### config.mk
export PLATFORM = sky130hd
export DESIGN_NAME = sram_ctrl
export DESIGN_NICKNAME = d
export VERILOG_FILES = /design/src/rtl/sram_ctrl.sv
export SDC_FILE = /design/constraint.sdc
export NUM_CORES = 1
export LEC_CHECK = 0
export ABC_AREA = 1
export ABC_CLOCK_PERIOD_IN_PS = 1200
export CAP_MARGIN = 10
export CORE_MARGIN = 2
export CORE_UTILIZATION = 40
export CTS_CLUSTER_DIAMETER = 120
export DETAILED_ROUTE_END_ITERATION = 12
export GPL_TIMING_DRIVEN = 0
export PLACE_DENSITY_LB_ADDON = 0.1
export SLEW_MARGIN = 20
export SYNTH_ARGS = -nofsm -noshare
export SYNTH_HDL_FRONTEND = slang
export SYNTH_SLANG_ARGS = --single-unit
export TNS_END_PERCENT = 100
### constraint.sdc
create_clock -name clk -period 1.2 [get_ports clk]
set_clock_uncertainty 0.1 [all_clocks]
set_input_delay 0.24 -clock clk [delete_from_list [all_inputs] [get_ports clk]]
set_output_delay 0.24 -clock clk [all_outputs]
set_load 0.02 [all_outputs]
### src/rtl/sram_ctrl.sv
// SRAM wordline/data sequencer: write = setup, pulse, recovery; read = pulse, recovery.
// Every output is registered. req_ready is high only in IDLE, so callers hold the request while busy.
module sram_ctrl #(
  parameter int COLS      = 1,
  parameter int ROWS      = 4,
  parameter int ADDR_W    = 2,
  parameter int SETUP_CYC = 1,
  parameter int PULSE_CYC = 2,
  parameter int RECOV_CYC = 1
) (
  input  logic              clk,
  input  logic              rst,
  input  logic              req_valid,
  output logic              req_ready,
  input  logic              req_we,
  input  logic [ADDR_W-1:0] req_addr,
  input  logic [COLS-1:0]   req_wdata,
  output logic              rsp_valid,
  output logic [COLS-1:0]   rsp_rdata,
  output logic [COLS-1:0]   data_in,
  output logic [ROWS-1:0]   row_wr,
  output logic [ROWS-1:0]   row_rd,
  input  logic [COLS-1:0]   sa_out,
  output logic              busy
);

  localparam int MAXC_SR = (SETUP_CYC > RECOV_CYC) ? SETUP_CYC : RECOV_CYC;
  localparam int MAXC    = (PULSE_CYC > MAXC_SR) ? PULSE_CYC : MAXC_SR;
  localparam int CW      = (MAXC > 1) ? $clog2(MAXC) : 1;

  typedef enum logic [2:0] {IDLE, WR_SETUP, WR_PULSE, RD_PULSE, RECOV} state_e;

  state_e            state_q, state_d;
  logic [CW-1:0]     cnt_q, cnt_d;
  logic [ADDR_W-1:0] addr_q, addr_d;
  logic [COLS-1:0]   data_in_q, data_in_d;
  logic [COLS-1:0]   rdata_q, rdata_d;
  logic              rsp_valid_d;
  logic              req_ready_q, rsp_valid_q, busy_q;
  logic [ROWS-1:0]   row_wr_q, row_rd_q;
  logic [ROWS-1:0]   row_sel;

  // Out-of-range addresses decode to no row at all.
  always_comb begin
    row_sel = '0;
    for (int i = 0; i < ROWS; i++) begin
      if (32'(addr_d) == i) row_sel[i] = 1'b1;
    end
  end

  always_comb begin
    state_d     = state_q;
    cnt_d       = cnt_q;
    addr_d      = addr_q;
    data_in_d   = data_in_q;
    rdata_d     = rdata_q;
    rsp_valid_d = 1'b0;
    case (state_q)
      IDLE: begin
        if (req_valid && req_ready_q) begin
          addr_d = req_addr;
          if (req_we) begin
            state_d   = WR_SETUP;
            cnt_d     = CW'(SETUP_CYC - 1);
            data_in_d = req_wdata;
          end else begin
            state_d = RD_PULSE;
            cnt_d   = CW'(PULSE_CYC - 1);
          end
        end
      end
      WR_SETUP: begin
        if (cnt_q == '0) begin
          state_d = WR_PULSE;
          cnt_d   = CW'(PULSE_CYC - 1);
        end else begin
          cnt_d = cnt_q - CW'(1);
        end
      end
      WR_PULSE: begin
        if (cnt_q == '0) begin
          state_d = RECOV;
          cnt_d   = CW'(RECOV_CYC - 1);
        end else begin
          cnt_d = cnt_q - CW'(1);
        end
      end
      RD_PULSE: begin
        if (cnt_q == '0) begin
          state_d     = RECOV;
          cnt_d       = CW'(RECOV_CYC - 1);
          rsp_valid_d = 1'b1;
          rdata_d     = (|row_sel) ? sa_out : '0;
        end else begin
          cnt_d = cnt_q - CW'(1);
        end
      end
      RECOV: begin
        if (cnt_q == '0) begin
          state_d = IDLE;
          cnt_d   = '0;
        end else begin
          cnt_d = cnt_q - CW'(1);
        end
      end
      default: begin
        state_d = IDLE;
        cnt_d   = '0;
      end
    endcase
  end

  // Outputs are registered from next-state so they line up with the state they belong to.
  always_ff @(posedge clk) begin
    if (rst) begin
      state_q     <= IDLE;
      cnt_q       <= '0;
      addr_q      <= '0;
      data_in_q   <= '0;
      rdata_q     <= '0;
      rsp_valid_q <= 1'b0;
      req_ready_q <= 1'b0;
      busy_q      <= 1'b0;
      row_wr_q    <= '0;
      row_rd_q    <= '0;
    end else begin
      state_q     <= state_d;
      cnt_q       <= cnt_d;
      addr_q      <= addr_d;
      data_in_q   <= data_in_d;
      rdata_q     <= rdata_d;
      rsp_valid_q <= rsp_valid_d;
      req_ready_q <= (state_d == IDLE);
      busy_q      <= (state_d != IDLE);
      row_wr_q    <= (state_d == WR_PULSE) ? row_sel : '0;
      row_rd_q    <= (state_d == RD_PULSE) ? row_sel : '0;
    end
  end

  assign req_ready = req_ready_q;
  assign rsp_valid = rsp_valid_q;
  assign rsp_rdata = rdata_q;
  assign data_in   = data_in_q;
  assign row_wr    = row_wr_q;
  assign row_rd    = row_rd_q;
  assign busy      = busy_q;

endmodule

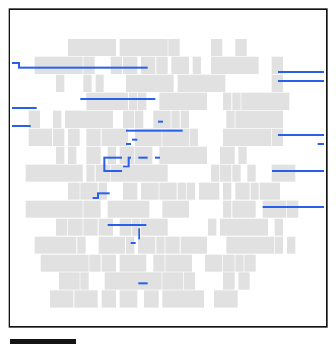
**Above:** run 1 (met3 routing).
Scale bar: 10 µm.
The longest straight run is 19.3 µm. The layer holds 5.5% of the routed length. The layer carries 106 µm of wire. 18 nets have wire on it.

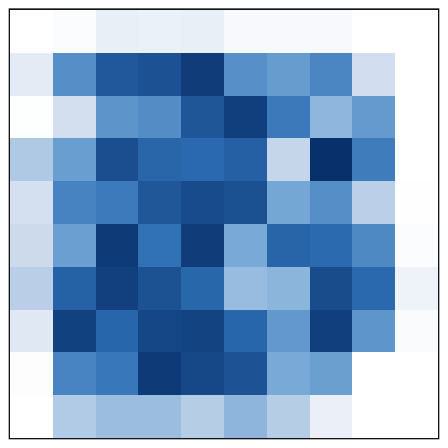
**Above:** run 1 (cell density map).
The die is cut into 10 by 10 equal tiles; white is low, dark blue is high, 0 to 100% covered.
The fullest tile reaches 100%. The emptiest ninth of the die: north-east. The densest ninth of the die: center. The mean over all tiles is 49%. 16% of the tiles are nearly empty.

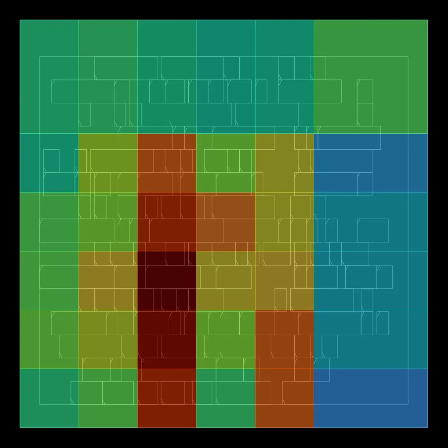
**Above:** run 1 (routing congestion map).
GR peak layer: met2
M2 GR Usage: 0.301
post-layout util: 0.650

[run 1: what timing repair did]
item / CTS / global route
setup endpoints to repair: 27 / 15
resized: 71 / 21
pin swaps: 16 / 12
buffers inserted: 6 / 3
[run 1: cells in the final DEF, fill, tap and decap left out, drive strengths merged]
| cell | instances |
|---|---|
| clkbuf | 4 |
| clkinv | 1 |
| nand3 | 11 |
| inv | 14 |
| buf | 22 |
| o21ai | 5 |
| nor2 | 20 |
| clkdlybuf4s50 | 5 |
| dfxtp | 19 |
| dlygate4sd2 | 1 |
| a21oi | 4 |
| nand2 | 26 |
[run 1: final cells by class]
type / instances / area (µm²) / share of cell area
buffer: 1 / 3.75 / 0.00328
multi-input combinational: 66 / 432 / 0.377
tap: 25 / 31.3 / 0.0273
clock inverter: 1 / 5.00 / 0.00437
inverter: 14 / 57.6 / 0.0502
timing repair buffer: 28 / 199 / 0.174
clock buffer: 3 / 22.5 / 0.0197
sequential: 19 / 395 / 0.345
[run 1: layer usage]
layer,part of all wire,GRT usage,up-vias
met5,0,0,-
met1,0.40,0.200,324
met2,0.51,0.301,30
met3,0.054,0.0340,9
met4,0.034,0.114,0
li1,-,-,372
[run 1: kinds of logic (layout without fill, tap and decap cells)]
kind of cell    after synthesis  after routing  synth area share
simple gates                 57             57             0.368
buf+inv                      15             47            0.0733
compound gates                9              9            0.0635
flops                        19             19             0.495
[run 1: power by group through the flow]
stage / clock (mW) / sequential, mW / combinational (mW)
6_report: 0.322 / 0.805 / 1.02
5_1_grt: 0.353 / 0.818 / 1.11
2_1_floorplan: 0 / 0.855 / 0.436
3_3_place_gp: 0 / 0.803 / 0.672
3_5_place_dp: 0 / 0.804 / 0.681
4_1_cts: 0.337 / 0.788 / 0.830
==> results.txt, run 1 <==
run metrics: CP top delay family simple AND/OR/NAND/NOR gates, number of max-cap violations 0, Worst Max-Slew Pin Slew 0.569 ns, worst vdd ir approximately 1.2 mV, Post-CTS Hold Fix Bufs 0, min-delay worst type in -> reg, Vias/cell approximately 4.7, yosys warning tally 0, data arrival time of the critical path between 1 and 1.5 ns, row count 15, leading area contributor after synthesis dfxtp_1, final WL around 1900 µm, OpenROAD warning count 28, fin area between 0.001 and 0.0015 mm², dpl ws -0.466 ns, clock buffer depth 2, Comb pwr share 0.475, WL/cell 12.4 µm, top cells by count nand2_1 (22), dfxtp_1 (19), nor2_1 (17), inv_1 (12), nand3_1 (8), diodes inserted 0, max-slew violation count 0, IO buf count 19, unrepaired setup endpoints after global routing yes, Root Buffer clkbuf_4, Avg Cell Area, Syn a little under 8 µm², Psw just under 0.9 mW, clock slew at reported path FFs roughly 0.11 ns, min Tclk post-route between 1 and 1.5 ns, Die Y ~48 µm, Internal Power between 1 and 1.5 mW, final worst slack -0.140 ns, Max Fclk between 0.7 and 0.8 GHz, Bufs and invs on worst path 1, Placeable Area roughly 0.0018 mm², post-synthesis sequential area ratio 0.495, chip area roughly 0.0023 mm², Yosys cell types 15, IO Count 21, DRC viols 0, share of cells above drive strength 1 0.500, Reg-to-Reg Start state_q[1]$_SDFF_PP0_, antenna violations before repair 0, clock sink total 19, total power 2.15 mW, most frequent cell after synthesis nand2_1, die span in x 47.8 µm, critical hold path startpoint rst, Worst path slowest cell dfxtp_4, GR Overflow Total 0, Area after DPL roughly 1000 µm², Final #Nets 141, vias in the first global route between 600 and 700, Hold EP addr_q[0]$_SDFF_PP0_, Setup-failing EPs final 13, DRT Pass-1 Iters 4, Synth area leaders dfxtp_1 (50%), nand2_1 (11%), nor2_1 (8.3%), inv_1 (5.9%), nand3_1 (5.2%), maximum number of pins on one net before global-route repair 12, first-pass GRT wire length 2700 µm, ys flops 19, Syn-to-layout area delta 49.2%, share of flip-flops with an asynchronous set or reset 0, Placer Congestion just under 0.9, Post-Syn Instances about 100, reg2reg end row_rd[0]$_SDFF_PP0_, Setup Crit Path Kind reg -> reg, CP endpoint row_rd[0]$_SDFF_PP0_, CTS H-tree lvls 1, Slew headroom 0.621, Syn Nets 108, # Cells Yosys about 100, violation tally from detailed-route iteration zero 27, setup TNS -1.24 ns, final cell count without fillers 157, r2r setup slk -0.14 ns, failing checks setup timing, Routed Antenna Nets 0, nature of the critical path endpoint register, crit path from state_q[1]$_SDFF_PP0_, synthesized area a little under 800 µm², CTS buffer count 3, post-DP HPWL 1090 µm, synthesis area per yosys between 700 and 800 µm², most used cell, CP nor2_4, CP peak stage delay around 0.38 ns, status finished, violations left, clock network power share 0.150, number of synthesized flops with an enable pin 0, Main synth FF type dfxtp_1, CTS tree yes
## Run 2: what changed since run 1
--- a/config.mk
+++ b/config.mk
@@ -13,7 +13,7 @@
 export CTS_CLUSTER_DIAMETER = 120
 export DETAILED_ROUTE_END_ITERATION = 12
 export GPL_TIMING_DRIVEN = 0
-export PLACE_DENSITY_LB_ADDON = 0.1
+export PLACE_DENSITY = 0.72
 export SLEW_MARGIN = 20
 export SYNTH_ARGS = -nofsm -noshare
 export SYNTH_HDL_FRONTEND = slang
==> results.txt, run 2 <==
run metrics: DRT Pass-1 Iters 4 (unchanged), Syn Nets 108 (unchanged), Setup Crit Path Kind reg -> reg, ys flops 19 (unchanged), dominant logic cell types in the final layout nand2_1 (14), dfxtp_1 (14), nor2_1 (13), buf_2 (12), inv_1 (9), CTS buffer count 3 (unchanged), Hold Crit Depth 2, CTS tree yes, crit path from state_q[1]$_SDFF_PP0_, Worst Max-Slew Pin Slew 0.520 ns (-0.0483 ns), dpl ws -0.451 ns (+0.0148 ns), GR Overflow Total 0 (unchanged), share of flip-flops with an asynchronous set or reset 0 (unchanged), data arrival time of the critical path 1.41 ns (-0.07 ns), Yosys top cell area share 0.495, chip area 0.00229 mm² (unchanged), die span in x 47.8 µm (unchanged), CP Max Fanout 7, vias in the first global route 662 (+2.6%), antenna violations before repair 0 (unchanged), clock slew at reported path FFs 0.12 ns (about the same), Vias/cell 4.82 (+2.9%), failing checks setup timing, Max Fclk 0.791 GHz (+6.0%), synthesized area 768 µm² (unchanged), IO buf count 19 (unchanged), final worst path period share 1.05, clock sink total 19 (unchanged), CTS H-tree lvls 1 (unchanged), final hold violation count 0, final worst slack -0.0644 ns (+0.0757 ns), status finished, violations left, post-synthesis sequential area ratio 0.495 (unchanged), clock buffer depth 2 (unchanged), # Cells Yosys 100 (unchanged), OpenROAD warning count 28 (unchanged), row count 15 (unchanged), Final #Nets 139 (-1.4%), critical hold path startpoint rst, share of cells above drive strength 1 0.469 (-0.0308), routed via count about 750, Placer Congestion 0.882 (+2.0%), Routed Antenna Nets 0 (unchanged), min-delay worst type in -> reg, crit path launch type register, Hold WS around 0.25 ns, diodes inserted 0 (unchanged), Syn-to-layout area delta 47.2%, number of synthesized flops with an enable pin 0 (unchanged), r2r setup slk -0.06 ns (+0.08 ns), most frequent cell after synthesis nand2_1, dpl cells 144, worst reg2reg path depth 7, CP endpoint row_rd[0]$_SDFF_PP0_, top cells by count nand2_1 (22), dfxtp_1 (19), nor2_1 (17), inv_1 (12), nand3_1 (8), fin area 0.00113 mm² (-1.3%), setup TNS -0.415 ns (+0.824 ns), post-layout util 0.641 (-0.00851), violation tally from detailed-route iteration zero 16 (-41%), worst vdd ir 1.03 mV (-14%), Die Y 47.8 µm (unchanged), post-DP HPWL 1140 µm (+4.2%), min Tclk post-route 1.26 ns (-0.0757 ns), reg2reg end row_rd[0]$_SDFF_PP0_, Area after DPL 997 µm² (unchanged), synthesis area per yosys 768 µm² (unchanged), Main synth FF type dfxtp_1, final cell count without fillers 155 (-1.3%), Root Buffer clkbuf_4, leakage power figure 0.530 nW, aggregate global-route resource usage 0.174, Avg Cell Area, Syn 7.68 µm² (unchanged), Placeable Area 0.00176 mm² (unchanged), maximum number of pins on one net before global-route repair 12 (unchanged), nature of the critical path endpoint register, IO Count 21 (unchanged), Hold EP addr_q[1]$_SDFF_PP0_, first-pass GRT wire length 2750 µm (+2.1%), worst path required time ~1.4 ns, total power 2.06 mW (-3.9%), DRC viols 0 (unchanged), Synth area leaders dfxtp_1 (50%), nand2_1 (11%), nor2_1 (8.3%), inv_1 (5.9%), nand3_1 (5.2%), final WL 1850 µm (-4.9%), unrepaired setup endpoints after global routing yes, number of max-cap violations 0 (unchanged), max-slew violation count 0 (unchanged), Setup-failing EPs final 10 (-3), WL/cell 12.0 µm (-3.6%), Slew headroom 0.653 (+0.0322), clk latency late pin 0.31 ns, leading area contributor after synthesis dfxtp_1, Reg-to-Reg Start state_q[1]$_SDFF_PP0_, floorplan utilization 0.435, yosys warning tally 0 (unchanged), Yosys cell types 15 (unchanged), Post-Syn Instances 100 (unchanged), power per standard cell area around 1800 mW/mm²
run 2: cell type report:
cell class | instances | area [µm²]
clock inverters | 1 | 5.00
well taps | 25 | 31.3
plain buffers | 1 | 3.75
clock buffers | 3 | 22.5
fillers | 164 | 633
flip-flops and latches | 19 | 397
inverters | 14 | 57.6
repair buffers | 26 | 183
multi-input cells | 66 | 432
run 2: kinds of logic (layout without fill, tap and decap cells):
| family | Yosys count | after routing | share of synthesized area |
|---|---|---|---|
| flops | 19 | 19 | 0.495 |
| simple gates | 57 | 57 | 0.368 |
| compound gates | 9 | 9 | 0.0635 |
| buf+inv | 15 | 45 | 0.0733 |
run 2: repair_timing:
action,in CTS,in global routing
setup buffers,5,2
resized,75,17
hold buffers,0,0
setup endpoints to repair,28,16
pin swaps,10,8
run 2: power breakdown:
group          switching (mW)  internal, mW
Clock                   0.213         0.124
Combinational           0.551         0.348
Sequential             0.0893         0.736
run 2: per-layer routing:
layer  share of wire  wire, µm  up-vias  global-route usage
met5               0         0        -                   0
met4           0.017        32        0              0.0811
met3           0.054       100        4              0.0528
met2            0.54      1000       18               0.301
met1            0.39       717      354               0.192
li1                -         -      371                   -
run 2: critical path, stage by stage, from the launching register on:
cell     delay (ns)
dfxtp_4        0.38
nor2_4         0.13
nand3_4        0.14
nand2_4        0.12
inv_4          0.05
nor2_4         0.09
nand2_2        0.09
nor2_1         0.10
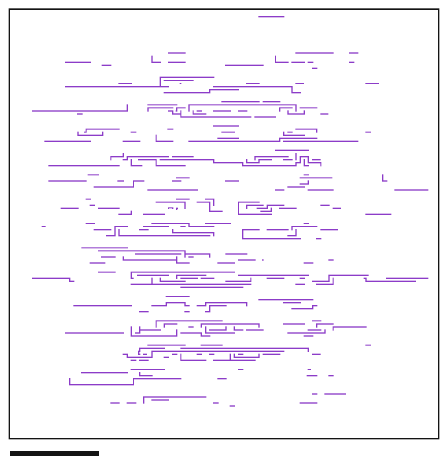
**Above:** run 2 (M1 wires).
Scale bar: 10 µm.
The layer carries 718 µm of wire. The wires run mostly horizontal.

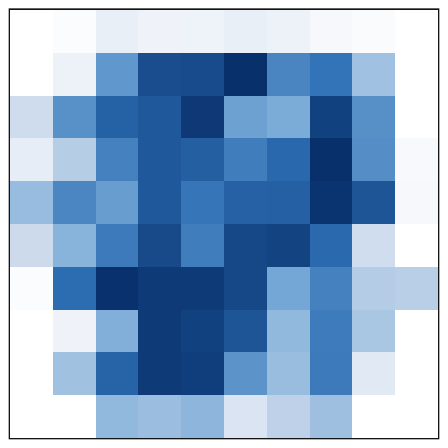
**Above:** run 2 (cell density map).
The die is cut into 10 by 10 equal tiles; white is low, dark blue is high, 0 to 100% covered.
15% of the tiles are nearly empty. The densest ninth of the die: center. 31% of the tiles are over 75% full. The mean over all tiles is 48%. The fullest tile reaches 100%.

**Run 2: routing congestion map**

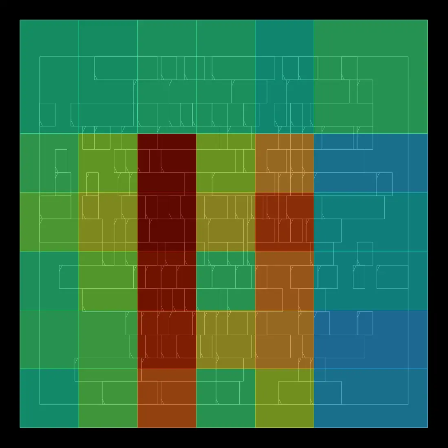

## Run 3: what changed since run 2
==> constraint.sdc (replaced) <==
create_clock -name clk -period 1.2 [get_ports clk]
set_clock_uncertainty 0.1 [all_clocks]
set_input_delay 0.18 -clock clk [delete_from_list [all_inputs] [get_ports clk]]
set_output_delay 0.18 -clock clk [all_outputs]
set_load 0.02 [all_outputs]
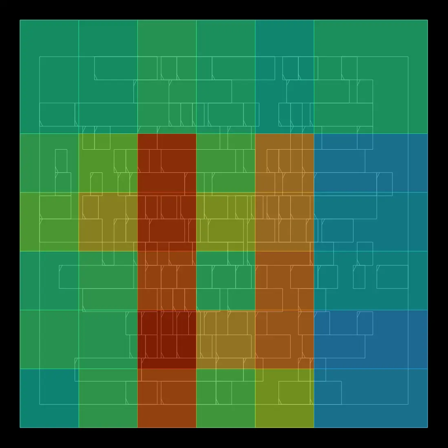
**Above:** run 3 (routing congestion map).
aggregate global-route resource usage: 0.164
WL/cell: 11.2 µm
met1 usage: 0.183
met3 Resource Use GR: 0.0491
M2 GR Usage: 0.299

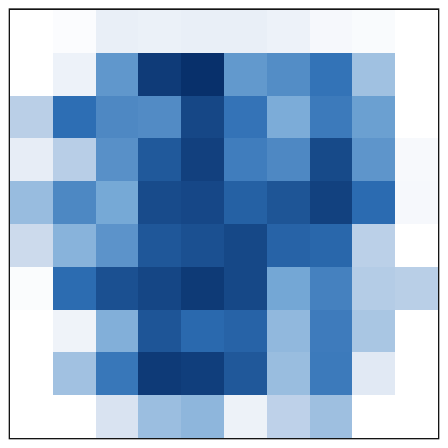
**Above:** run 3 (cell density map).
The die is cut into 10 by 10 equal tiles; white is low, dark blue is high, 0 to 100% covered.
The fullest tile reaches 100%. 15% of the tiles are nearly empty. The densest ninth of the die: center. 29% of the tiles are over 75% full. The mean over all tiles is 47%.

==> results.txt, run 3 <==
run metrics: ys flops 19 (unchanged), Worst path slowest cell dfxtp_4, comb pwr 0.835 mW (-7.1%), power in the clock group 0.331 mW (-2%), Mux area share 0 (unchanged), diodes inserted 0 (unchanged), Setup-failing EPs final 10 (unchanged), min Tclk post-route 1.27 ns (+0.00324 ns), clk latency late pin 0.30 ns (about the same), Routed Antenna Nets 0 (unchanged), clock slew at reported path FFs 0.12 ns (about the same), GR Overflow Total 0 (unchanged), antenna violations before repair 0 (unchanged), unrepaired setup endpoints after global routing yes, Hold WS 0.183 ns (-0.0630 ns), Reg-to-Reg Start state_q[1]$_SDFF_PP0_, Avg Cell Area, Syn 7.68 µm² (unchanged), CP peak stage delay 0.39 ns (about the same), failing checks setup timing, clock buffer depth 2 (unchanged), power per standard cell area 1800 mW/mm² (-1.1%), share of cells above drive strength 1 0.438 (-0.0317), worst vdd ir 1.00 mV (-2.3%), logic area 409 µm² (-5.2%), synthesized area 768 µm² (unchanged), Syn Nets 108 (unchanged), critical hold path startpoint rst, number of synthesized flops with an enable pin 0 (unchanged), min-delay worst type in -> reg, Die Y 47.8 µm (unchanged), post-synthesis sequential area ratio 0.495 (unchanged), leakage power figure 0.519 nW (-2.1%), total power 1.98 mW (-3.9%), CP Cell Sequence nor2_4, nand2_2, nor2_4, nand2_2, o21ai_2, nand2_1, nor2_1, fin area 0.00110 mm² (-2.8%), data arrival time of the critical path 1.41 ns (about the same), final hold violation count 0 (unchanged), leading area contributor after synthesis dfxtp_1, maximum number of pins on one net before global-route repair 12 (unchanged), # Cells Yosys 100 (unchanged), yosys warning tally 0 (unchanged), IO Count 21 (unchanged), share of flip-flops with an asynchronous set or reset 0 (unchanged), Layout fillers 178 (+8.5%), status finished, violations left, post-DP HPWL 1140 µm (unchanged), final cell count without fillers 153 (-1.3%), Yosys top cell area share 0.495 (unchanged), max-slew violation count 0 (unchanged), Top Consumer combinational cells, Post-CTS Hold Fix Bufs 0 (unchanged), Setup Crit Path Kind reg -> reg, most frequent cell after synthesis nand2_1, CTS buffer count 3 (unchanged), CTS tree yes, OpenROAD warning count 28 (unchanged), row count 15 (unchanged), final worst slack -0.0677 ns (-0.00324 ns), dpl ws -0.391 ns (+0.0600 ns), clock network power share 0.167 (+0.003), Slew headroom 0.661 (+0.00815), IO buf count 19 (unchanged), final WL 1710 µm (-7.7%), violation tally from detailed-route iteration zero 8 (-8), Adder-Cell Fraction of Synth Area 0 (unchanged), Yosys cell types 15 (unchanged), first-pass GRT wire length 2620 µm (-5.0%), Placer Congestion 0.882 (unchanged), Syn-to-layout area delta 43.2%, Area after DPL 997 µm² (unchanged), worst reg2reg path depth 7 (unchanged), top cells by count nand2_1 (22), dfxtp_1 (19), nor2_1 (17), inv_1 (12), nand3_1 (8), dominant logic cell types in the final layout nand2_1 (15), nor2_1 (14), dfxtp_1 (14), inv_1 (9), Metal-1 WL 679 µm (-5.3%), Post-Syn Instances 100 (unchanged), Synth area leaders dfxtp_1 (50%), nand2_1 (11%), nor2_1 (8.3%), inv_1 (5.9%), nand3_1 (5.2%), yosys simple share 0.368 (unchanged), Hold EP addr_q[1]$_SDFF_PP0_, Hold Crit Depth 2 (unchanged), Comb pwr share 0.421 (-0.015), CTS H-tree lvls 1 (unchanged), nature of the critical path endpoint register, reg2reg end row_wr[1]$_SDFF_PP0_, P_seq 0.816 mW (-1%), number of max-cap violations 0 (unchanged), Max Fclk 0.789 GHz (-0.26%)
[run 3: netlist changes by cell type in the layout (fill, tap and decap cells not counted), sizes merged]
| cell | delta |
|---|---|
| clkdlybuf4s15 | +2 |
| buf | -10 |
| clkbuf | +6 |
[run 3: metal layers]
metal	up-vias	GRT usage
met5	-	0
met4	0	0.0486
met3	8	0.0491
met2	24	0.299
met1	331	0.183
li1	363	-
[run 3: what timing repair did]
| item | 4_1_cts | 5_1_grt |
|---|---|---|
| cloned | 0 | 0 |
| gates resized | 56 | 20 |
| endpoints found under the setup margin | 26 | 23 |
| pin swaps | 8 | 3 |
| buffers inserted | 4 | 1 |
[run 3: kinds of logic (layout without fill, tap and decap cells)]
logic type             Yosys count  after routing
buffers and inverters           15             43
and+or+nand+nor                 57             57
AOI/OAI and AO/OA                9              9
DFF                             19             19
[run 3: how the worst max path moves through the flow]
stage	start	to	slack [ns]
floorplan	req_ready$_SDFF_PP0_	busy$_SDFF_PP0_	0.02
global placement	req_valid	busy$_SDFF_PP0_	-0.39
detailed placement	req_valid	busy$_SDFF_PP0_	-0.39
CTS	state_q[1]$_SDFF_PP0_	row_wr[1]$_SDFF_PP0_	-0.09
global route	state_q[1]$_SDFF_PP0_	row_wr[0]$_SDFF_PP0_	-0.14
finish	state_q[1]$_SDFF_PP0_	row_wr[1]$_SDFF_PP0_	-0.07
[run 3: area by class of cell]
type / instances / share of cell area
Sequential cell: 19 / 0.361
Timing Repair Buffer: 24 / 0.158
Clock inverter: 1 / 0.00455
Inverter: 14 / 0.0523
Tap cell: 25 / 0.0284
Clock buffer: 3 / 0.0205
Buffer: 1 / 0.00341
Multi-Input combinational cell: 66 / 0.372

==> gallery <==
Metal 2.
Scale bar: 10 µm.
image #1
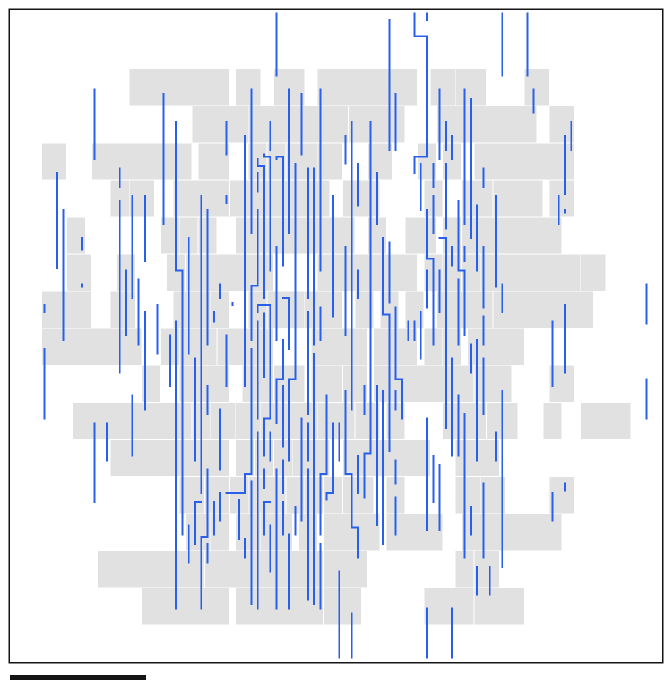
image #2
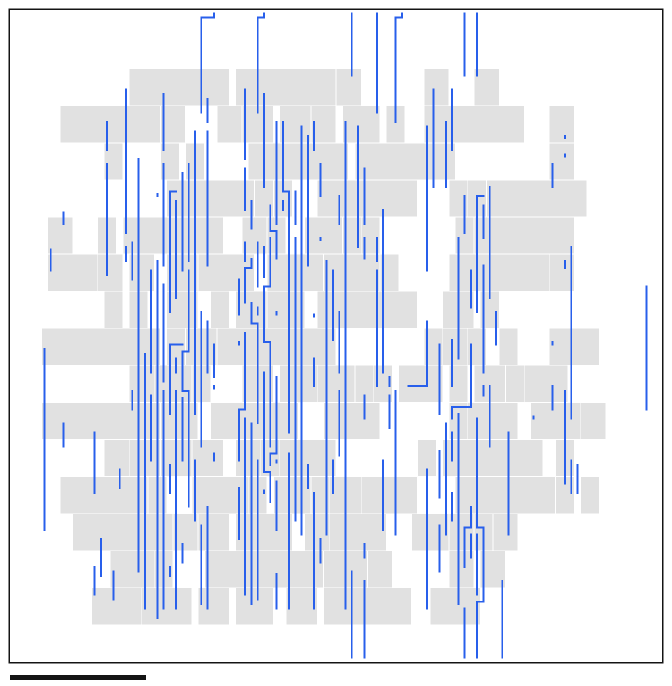
run 2: image #1
run 1: image #2

Key to image #2:
120 nets have wire on it. The longest straight run is 35.7 µm. The wires run mostly vertical. The layer holds 51% of the routed length. The layer carries 997 µm of wire.

Power is estimated from default activity; no workload was simulated.
